==> config.mk <==
export PLATFORM = sky130hd
export DESIGN_NAME = io_word_bridge_flat
export DESIGN_NICKNAME = d
export VERILOG_FILES = /design/src/rtl/io_word_bridge_if.sv /design/src/rtl/io_word_bridge.sv /design/src/flat_wrapper.sv
export SDC_FILE = /design/constraint.sdc
export NUM_CORES = 1
export LEC_CHECK = 0
export ABC_AREA = 1
export CORE_MARGIN = 2
export CORE_UTILIZATION = 46
export CTS_CLUSTER_DIAMETER = 100
export DETAILED_ROUTE_END_ITERATION = 12
export PLACE_DENSITY = 0.75
export SKIP_LAST_GASP = 1
export SLEW_MARGIN = 10
export SYNTH_ARGS = -nofsm -noshare
export SYNTH_HDL_FRONTEND = slang
export SYNTH_SLANG_ARGS = --single-unit
==> constraint.sdc <==
create_clock -name clk -period 1.6 [get_ports clk]
set_input_delay 0.24 -clock clk [delete_from_list [all_inputs] [get_ports clk]]
set_output_delay 0.24 -clock clk [all_outputs]
set_load 0.1 [all_outputs]
Fig. 1: sizing map
Bar = 20 um.
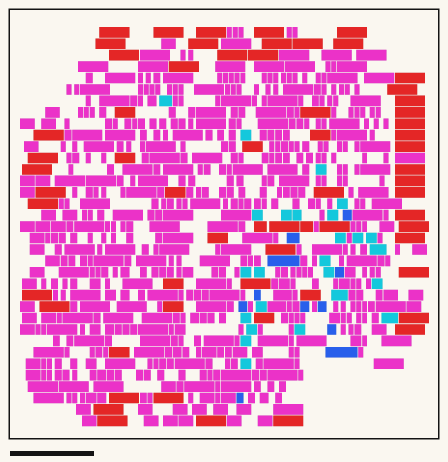
Key: x6 and larger = red [cells 62]; x3 and x4 = cyan [cells 25]; x2 = blue [cells 11]; x1 and smaller = magenta [cells 595]
Final WS setup: 0.112 ns
post-route cell area: 0.00614 sq mm

Fig. 2: clock wires, drivers and flops
Bar = 20 um.
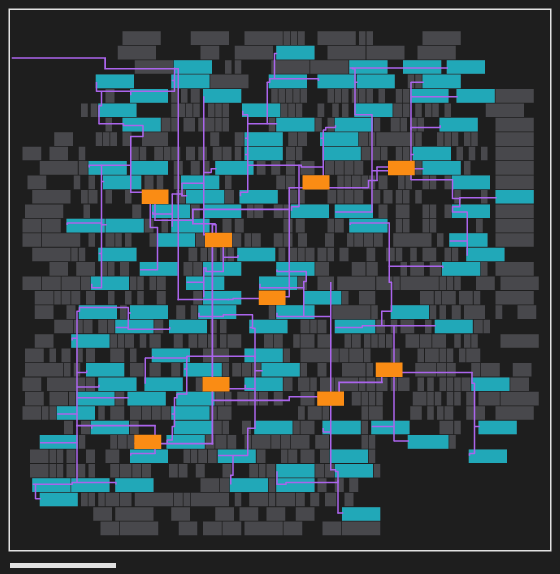
Key: clock wires = purple [length 1160 um]; flip-flops = cyan [count 107]; clock-net drivers = orange [count 9]
There are 10 routed clock nets. Position of the flops: widely spread.
worst clock skew: 0.0113 ns
clock-net power: 1580 uW
later-pin clock latency in the skew report: 0.37 ns

Fig. 3: clock wiring as the flow saved it
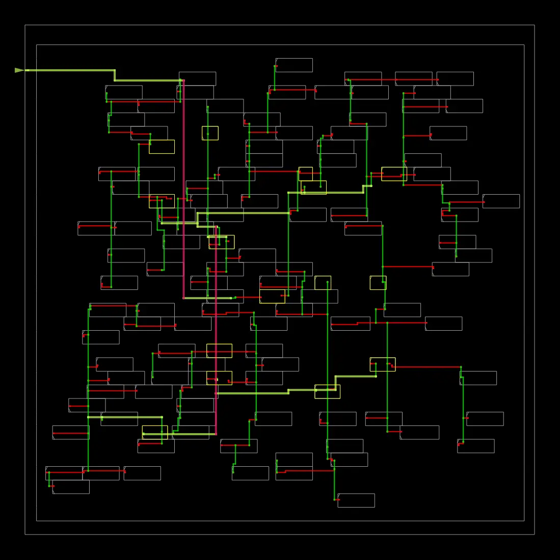
CTS Buf Count: 9
flip-flops: 107
number of clock buffer instances in the layout: 11

Fig. 4: sequential cells grouped by signal name
Other sequential cells in the stronger gray, the rest of the logic in the fainter gray.
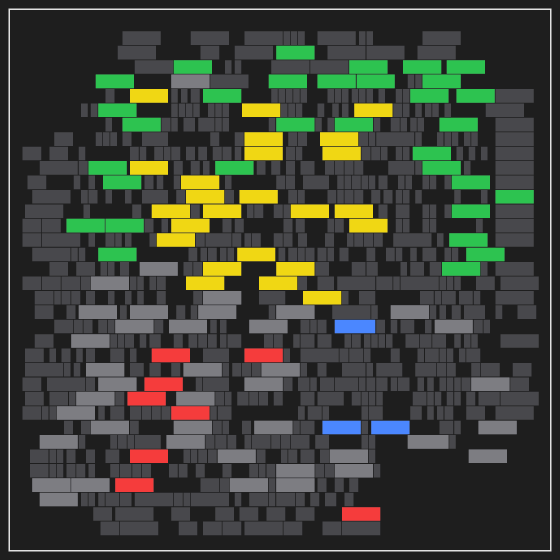
Key: `u_core.r_asm` = yellow [sequential cells 24]; `u_core.bus.io_wdata` = red [sequential cells 8]; `u_core.r_count` = blue [sequential cells 3]; `u_core.bus.resp_rdata` = green [sequential cells 32]
Another 40 sequential cells are not colored.
Power Sequential: 3760 uW
FF+latch area: 0.00214 sq mm
share of cell area taken by flip-flops and latches: 34.9%
Final Core Density: 66.2%

==> flow_summary.html <==
<h3>Flow metrics</h3>
<table>
<tr><th>Metric</th><th>Value</th></tr>
<tr><th colspan="2">Run status</th></tr>
<tr><td>Run status</td><td>finished, final reports clean</td></tr>
<tr><th colspan="2">CTS</th></tr>
<tr><td>CTS clock-pin slew for the worst setup and hold paths</td><td>0.10 ns</td></tr>
<tr><td>Clock sink count</td><td>107</td></tr>
<tr><td>Clock tree from TritonCTS</td><td>built</td></tr>
<tr><td>Count of H-tree levels built during CTS</td><td>3</td></tr>
<tr><td>Longest Clk Path Bufs</td><td>2</td></tr>
<tr><td>Cell at the root of the clock tree</td><td>sky130_fd_sc_hd__clkbuf_8</td></tr>
<tr><td>Post-CTS Hold Buffers</td><td>0</td></tr>
<tr><td>Resized Gates After CTS</td><td>1</td></tr>
<tr><td>Number of setup buffers added after CTS</td><td>0</td></tr>
<tr><th colspan="2">Placement</th></tr>
<tr><td>Placement-stage cell area</td><td>0.00595 sq mm</td></tr>
<tr><td>Final Wtd Congestion</td><td>roughly 0.83</td></tr>
<tr><td>Setup Slack @ Placement</td><td>-0.0415 ns</td></tr>
<tr><td>Port buffer count</td><td>92</td></tr>
<tr><td>Detailed placer's ending HPWL</td><td>7.85 mm</td></tr>
<tr><th colspan="2">STA</th></tr>
<tr><td>Post-layout minimum cycle time</td><td>about 1.5 ns</td></tr>
<tr><td>Number of endpoints with negative hold slack in the final report</td><td>0</td></tr>
<tr><td>Max Slew Vio Count</td><td>0</td></tr>
<tr><td>Total negative slack for setup checks</td><td>0 ns</td></tr>
<tr><td>Share of the clock period used by the worst path after layout</td><td>93.0%</td></tr>
<tr><td>Highest attainable clock frequency</td><td>672 MHz</td></tr>
<tr><td>Finish-stage setup viols</td><td>0</td></tr>
<tr><td>Slew @ Worst Pin</td><td>0.473 ns</td></tr>
<tr><td>Relative max-transition margin</td><td>68.3%</td></tr>
<tr><td>RSZ-0062 raised after global routing</td><td>true</td></tr>
<tr><th colspan="2">Global routing</th></tr>
<tr><td>Initial antenna violation count</td><td>0</td></tr>
<tr><td>Global-route usage over all layers</td><td>22.5%</td></tr>
<tr><td>Gr ovfl total</td><td>0</td></tr>
<tr><td>First-pass GRT wire length</td><td>18.7 mm</td></tr>
<tr><td>Via count of the first global-routing pass</td><td>4079</td></tr>
<tr><td>Pin count of the biggest net entering global routing</td><td>51</td></tr>
<tr><th colspan="2">Final layout</th></tr>
<tr><td>Share of cells above drive strength 1</td><td>between 10% and 20%</td></tr>
<tr><td>Area grow syn2layout</td><td>39.4%</td></tr>
<tr><td>Antenna Cells</td><td>0</td></tr>
<tr><td>Most numerous logic cells after layout</td><td>sky130_fd_sc_hd__nor2_1, sky130_fd_sc_hd__nand2_1, sky130_fd_sc_hd__dfxtp_1, sky130_fd_sc_hd__o21ai_0, sky130_fd_sc_hd__a21oi_1</td></tr>
<tr><td>Total of fill cells in the finished design</td><td>792</td></tr>
<tr><td>Final Net Count</td><td>740</td></tr>
<tr><td>Most frequent logic cell in the layout</td><td>sky130_fd_sc_hd__nor2_1</td></tr>
<tr><th colspan="2">Critical path</th></tr>
<tr><td>CP peak stage delay</td><td>0.39 ns</td></tr>
<tr><td>Startpoint type of the worst setup path</td><td>register</td></tr>
<tr><td>Top fanout value on the critical path</td><td>16</td></tr>
<tr><td>Logic depth of the worst path, buffers included</td><td>6</td></tr>
<tr><td>Worst R2R Setup Slack</td><td>0.11 ns</td></tr>
<tr><td>Largest delay contributor family on the critical path</td><td>flip-flops</td></tr>
<tr><td>Element type at the critical path end</td><td>register</td></tr>
<tr><td>WS Path Type</td><td>register to register</td></tr>
<tr><td>Critical path buffers and inverters</td><td>2</td></tr>
<tr><td>Arr. time, crit path</td><td>roughly 1.8 ns</td></tr>
<tr><td>Required time at the worst-slack endpoint</td><td>1.90 ns</td></tr>
<tr><td>Slowest cell on crit path</td><td>sky130_fd_sc_hd__dfxtp_2</td></tr>
<tr><td>Cell Chain, Critical Path</td><td>clkinv_2, ha_1, nor2_2, buf_12, o211ai_1, a31oi_1</td></tr>
<tr><td>Worst Reg2Reg Path Length in Cells</td><td>6</td></tr>
<tr><th colspan="2">Yosys</th></tr>
<tr><td>Share of cell area taken by muxes after synthesis</td><td>0%</td></tr>
<tr><td>Number of warning messages in the yosys log</td><td>0</td></tr>
<tr><td>Dominant kind of combinational cell</td><td>simple AND/OR/NAND/NOR gates</td></tr>
<tr><td>Area fraction in xor and xnor cells</td><td>0%</td></tr>
<tr><td>Chip area line of the yosys report</td><td>0.00441 sq mm</td></tr>
<tr><td>Cell area after synthesis</td><td>about 0.0044 sq mm</td></tr>
<tr><td>Seq/Total Area, Yosys</td><td>48.6%</td></tr>
<tr><td>Basic Gates by Area</td><td>between 20% and 30%</td></tr>
<tr><td>Net count entering floorplan</td><td>around 650</td></tr>
<tr><td>Number of distinct library cells after synthesis</td><td>30</td></tr>
<tr><td>Syn_area_per_cell</td><td>7.33 sq um</td></tr>
<tr><td>Number of cells in the yosys synthesis report</td><td>601</td></tr>
<tr><td>Total of flip-flops plus latches after synthesis</td><td>between 100 and 150</td></tr>
<tr><td>Adder and majority gate portion of the synthesized area</td><td>0.568%</td></tr>
<tr><td>Gate count after technology mapping</td><td>601</td></tr>
<tr><td>Synthesized-area fraction occupied by ao, oa, aoi and oai cells</td><td>17.1%</td></tr>
<tr><th colspan="2">Floorplan</th></tr>
<tr><td>FP Util</td><td>47.5%</td></tr>
<tr><td>Chip Footprint</td><td>0.0104 sq mm</td></tr>
<tr><td>Placeable Area</td><td>0.00928 sq mm</td></tr>
<tr><td>Row count</td><td>35</td></tr>
<tr><td>Height of the chip</td><td>102 um</td></tr>
<tr><td>Count of pins on the block boundary</td><td>93</td></tr>
<tr><td>Die width</td><td>102 um</td></tr>
<tr><th colspan="2">Flow run</th></tr>
<tr><td>OpenROAD warning count</td><td>28</td></tr>
<tr><td>Max_cap viols</td><td>0</td></tr>
<tr><th colspan="2">Route</th></tr>
<tr><td>Post-detailed-routing wire length</td><td>approximately 11 mm</td></tr>
<tr><td>Ratio of routed vias to standard cells</td><td>5.09</td></tr>
<tr><td>Via count of the routed design</td><td>4188</td></tr>
<tr><td>First-pass detailed-route iteration total</td><td>5</td></tr>
<tr><td>DRT antenna net count</td><td>0</td></tr>
<tr><td>DRC Markers</td><td>0</td></tr>
<tr><td>Mean routed wirelength per cell</td><td>around 13 um</td></tr>
<tr><td>Violation count after the first detailed-route iteration</td><td>287</td></tr>
<tr><th colspan="2">Power and ir drop</th></tr>
<tr><td>Biggest power consumer among the groups</td><td>combinational cells</td></tr>
<tr><td>Switching share of power</td><td>43.9%</td></tr>
<tr><td>Internal power consumption</td><td>5660 uW</td></tr>
<tr><td>Comb pwr share</td><td>47.0%</td></tr>
<tr><td>Clock group share of total power</td><td>15.7%</td></tr>
<tr><td>Peak supply drop</td><td>~830 uV</td></tr>
<tr><td>Power per standard cell area</td><td>1640 mW/mm^2</td></tr>
<tr><td>Total combinational power</td><td>roughly 4700 uW</td></tr>
<tr><td>Register share of total power</td><td>37.3%</td></tr>
<tr><td>Static power due to leakage</td><td>0.00244 uW</td></tr>
<tr><td>Net Sw Power</td><td>roughly 4400 uW</td></tr>
<tr><th colspan="2">Worst hold path</th></tr>
<tr><td>Worst hold path class</td><td>primary input to register</td></tr>
<tr><td>Worst hold path stage count</td><td>4</td></tr>
</table>
layer usage:
layer | up-vias | track usage [%] | part of all wire, %
met5 | - | 0 | 0
met4 | 0 | 6.87 | 1.3
met1 | 1910 | 30.4 | 46
met2 | 132 | 36.1 | 48
met3 | 12 | 5.20 | 5.5
li1 | 2134 | - | -
synthesized netlist by cell type:
| cell | count | area [sq um] |
|---|---|---|
| sky130_fd_sc_hd__a21boi_0 | 1 | 7.51 |
| sky130_fd_sc_hd__a21oi_1 | 52 | 260 |
| sky130_fd_sc_hd__a31oi_1 | 8 | 50.1 |
| sky130_fd_sc_hd__and3_1 | 1 | 6.26 |
| sky130_fd_sc_hd__buf_1 | 2 | 7.51 |
| sky130_fd_sc_hd__buf_2 | 8 | 40.0 |
| sky130_fd_sc_hd__buf_4 | 2 | 15.0 |
| sky130_fd_sc_hd__buf_6 | 6 | 67.6 |
| sky130_fd_sc_hd__clkbuf_1 | 20 | 75.1 |
| sky130_fd_sc_hd__clkinv_1 | 2 | 7.51 |
| sky130_fd_sc_hd__dfxtp_1 | 107 | 2140 |
| sky130_fd_sc_hd__ha_1 | 2 | 25.0 |
| sky130_fd_sc_hd__inv_1 | 30 | 113 |
| sky130_fd_sc_hd__inv_2 | 1 | 3.75 |
| sky130_fd_sc_hd__nand2_1 | 107 | 402 |
| sky130_fd_sc_hd__nand2_2 | 3 | 18.8 |
| sky130_fd_sc_hd__nand2_4 | 1 | 11.3 |
| sky130_fd_sc_hd__nand3_1 | 45 | 225 |
| sky130_fd_sc_hd__nand3b_1 | 1 | 7.51 |
| sky130_fd_sc_hd__nor2_1 | 115 | 432 |
| sky130_fd_sc_hd__nor2_2 | 1 | 6.26 |
| sky130_fd_sc_hd__nor2_4 | 1 | 11.3 |
| sky130_fd_sc_hd__nor2_8 | 1 | 20.0 |
| sky130_fd_sc_hd__nor3_1 | 2 | 10.0 |
| sky130_fd_sc_hd__o211ai_1 | 10 | 75.1 |
| sky130_fd_sc_hd__o21ai_0 | 60 | 300 |
| sky130_fd_sc_hd__o21ai_1 | 9 | 45.0 |
| sky130_fd_sc_hd__o21ai_2 | 1 | 8.76 |
| sky130_fd_sc_hd__o21bai_1 | 1 | 7.51 |
| sky130_fd_sc_hd__or2_2 | 1 | 6.26 |
metrics by stage:
| stage | utilization (%) | std cells | power (uW) | hold slack [ns] |
|---|---|---|---|---|
| detailed placement | 64.0 | 807 | 8490 | 0.450 |
| CTS | 66.1 | 822 | 10100 | 0.338 |
| floorplan | - | 601 | 6850 | 0.318 |
| finish | 66.2 | 822 | 10100 | 0.340 |
| global route | 66.2 | 822 | 10700 | 0.354 |
| global placement | 64.0 | 807 | 8360 | 0.442 |
worst min-delay path, stage by stage:
cell                      delay, ns
sky130_fd_sc_hd__buf_2         0.12
sky130_fd_sc_hd__buf_4         0.20
sky130_fd_sc_hd__nand2_1       0.08
sky130_fd_sc_hd__nor2_1        0.03
layout make-up:
class,instances,area (sq um),share of cell area (%)
clock buffer,11,151,2.46
timing repair buffer,115,1580,25.7
multi-input combinational,423,1950,31.7
inverter,33,128,2.08
sequential,107,2140,34.9
clock inverter,4,33.8,0.550
tap,129,161,2.63
Power is estimated from default activity; no workload was simulated.
